Design disp_source_arbiter, sky130hd; sources not shown.
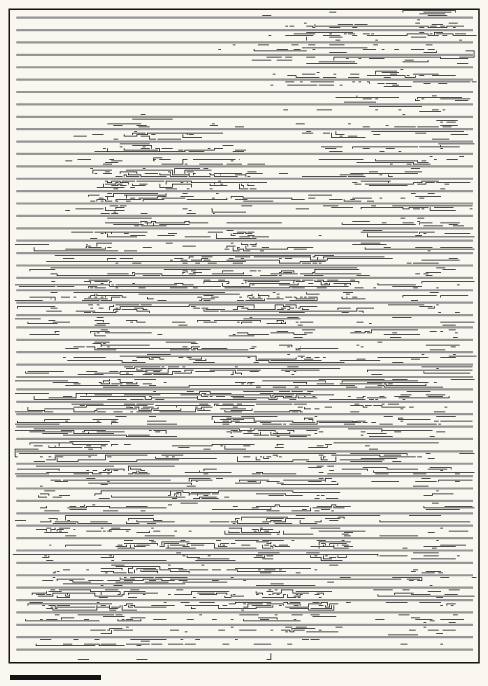
*Metal 1*
The bar under the picture is 20 microns long. Supply wires on this layer in grey.
The layer holds 36% of the routed length. 842 nets have wire on it. The longest straight run is 80.0 microns.
drt total wl: 19.2 mm
global-route track usage on met1: 0.272
via count: 5,009

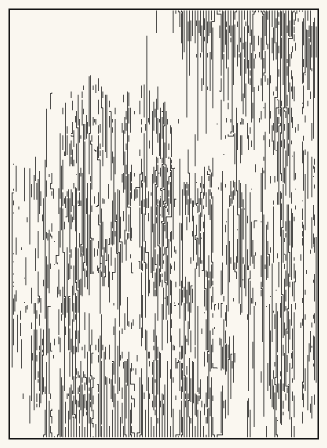
*M2 wires*
The longest straight run is 67.5 microns. The layer holds 52% of the routed length. The wires run mostly vertical.
met2 GRT Util: 0.472

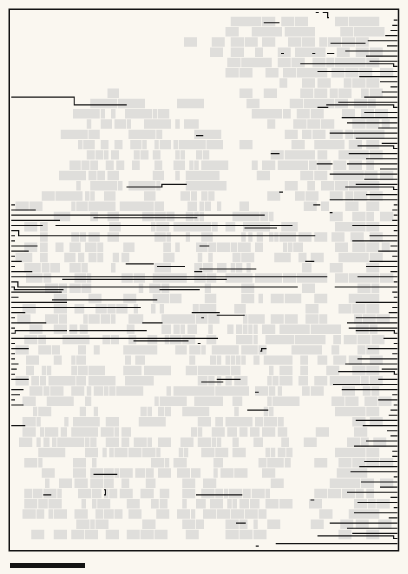
*M3 wires*
The bar under the picture is 20 microns long.
The layer holds 9.2% of the routed length. The longest straight run is 83.5 microns. 173 nets have wire on it.
grt met3 use: 0.0651

==> ci_impl_report.md <==
### Flow metrics

| Metric | Value |
|---|---|
| FP Util | `0.297` |
| Area grow syn2layout | `78.8%` |
| Leading post-synthesis cells by cell area | `dfxtp_1, mux4_2, and2_1, nand2_1, xor2_1` |
| Clk buf depth | `2` |
| Period utilization | `0.944` |
| Clk_lat worst skew | `0.28 ns` |
| Tightest Pin Transition | `0.742 ns` |
| Max VDD drop | `roughly 0.39 mV` |
| Core Area | `roughly 14,000 sq um` |
| Gr usage total | `0.253` |
| Yosys stat chip area | `roughly 4100 sq um` |
| Slew Viols, Final | `0` |
| Critical Path AT | `around 2.2 ns` |
| Worst R2R Setup Slack | `around 0.19 ns` |
| Asr flop ratio synth | `0` |
| CTS tree | `done` |
| Syn Inst Count | `about 500` |
| Largest fanout on the critical path | `15` |
| Hold path depth | `2` |
| Power Dens Cells | `approximately 600 nW/um^2` |
| Die height | `approximately 140 microns` |
| Nets | `just under 1,000` |
| Biggest area consumer among synthesized cells | `dfxtp_1` |
| Tool warnings | `31` |
| Largest net degree at the start of global routing | `37` |
| Total negative slack | `0 ns` |
| Distinct lib cells | `between 50 and 60` |
| Worst setup EP type | `primary output` |
| Seq cells post-synth | `38` |
| # Max-Cap Violations | `0` |
| Status | `complete, no violations` |
| Buffers added on ports | `266` |
| Final WS setup | `0.149 ns` |
| Seq share, synth | `0.184` |
==> Yosys cell counts, drive strengths merged (2+ instances only) <==
| cell | count |
|---|---|
| nand2 | 69 |
| a211o | 3 |
| a21oi | 28 |
| nor2 | 35 |
| a211oi | 18 |
| and3 | 10 |
| ha | 9 |
| o21a | 4 |
| nand3 | 8 |
| mux4 | 33 |
| dfxtp | 38 |
| a311o | 16 |
| or3 | 4 |
| and2 | 74 |
| mux2i | 2 |
| nand2b | 2 |
| nor4 | 6 |
| xnor2 | 11 |
| a31oi | 2 |
| buf | 13 |
| xor2 | 23 |
| inv | 15 |
| clkbuf | 24 |
| nand4b | 3 |
| o21ai | 8 |
| nor3b | 2 |
| nand4 | 14 |
| nor3 | 7 |
==> metal layers <==
layer / up-vias / global-route usage / routed length (microns)
met4: 2 / 0.0778 / 483
met2: 213 / 0.472 / 9990
met3: 29 / 0.0651 / 1770
met5: - / 0 / 13
met1: 2409 / 0.272 / 6960
li1: 2356 / - / -
==> cell families (layout without fill, tap and decap cells) <==
kind of cell,count (synthesis),count (layout),synth area share
buffers and inverters,52,321,0.0507
multiplexers,36,36,0.188
XOR/XNOR,34,34,0.0722
adder cells (fa/ha/maj),9,9,0.0273
flip-flops,38,38,0.184
AND/OR/NAND/NOR,238,238,0.309
AND-OR/OR-AND,92,92,0.168
other,0,7,0
==> where the power goes <==
part           switching [mW]  total (mW)  internal (mW)
Sequential              0.207       0.883          0.676
Clock                   0.239       0.804          0.565
Combinational            1.27        2.67           1.39
Total                    1.72        4.36           2.64
==> through the flow <==
step           power (mW)  std cells  instance area [sq um]  hold slack [ns]   util
2_1_floorplan        2.36        499                   4130            0.469      -
3_3_place_gp         3.45        940                   7110            0.514  0.511
3_5_place_dp         3.48        940                   7110            0.516  0.511
4_1_cts              4.32        949                   7330            0.526  0.527
5_1_grt              4.63        953                   7360            0.531  0.529
6_report             4.36        960                   7380            0.509  0.530
==> worst max-delay path, stage by stage (launching register included) <==
cell           delay [ns]
dfxtp_2              0.51
buf_4                0.29
ha_1                 0.37
and3_1               0.21
dlygate4sd3_1        0.57
==> area by class of cell <==
| cell class | instances | area, sq um |
|---|---|---|
| Tap cell | 185 | 231 |
| Multi-Input combinational cell | 409 | 3190 |
| Clock inverter | 2 | 60.1 |
| Antenna cell | 7 | 17.5 |
| Sequential cell | 38 | 767 |
| Fill cell | 1318 | 6540 |
| Timing Repair Buffer | 298 | 2910 |
| Inverter | 15 | 56.3 |
| Clock buffer | 6 | 139 |
==> cells in the final DEF (no fill, tap or decap), drive strengths merged, types with 6 or more instances in the layout <==
cell type      instances
nand3                  8
nor4                   6
nand2                 69
mux4                  33
clkbuf                13
buf                   25
and2                  74
a311o                 16
nor3                   7
dfxtp                 38
diode                  7
o21ai                  8
nand4                 14
xor2                  23
a21oi                 28
nor2                  35
a211oi                18
and3                  10
dlygate4sd3            9
clkdlybuf4s50        253
ha                     9
inv                   15
xnor2                 11
==> what timing repair did <==
| item | 4_1_cts | 5_1_grt |
|---|---|---|
| endpoints found under the setup margin | 12 | 17 |
| buffers inserted | 1 | 4 |
| pin swaps | 1 | 5 |
| hold buffers | 0 | 0 |
| gates resized | 2 | 12 |
Power is estimated from default activity; no workload was simulated.
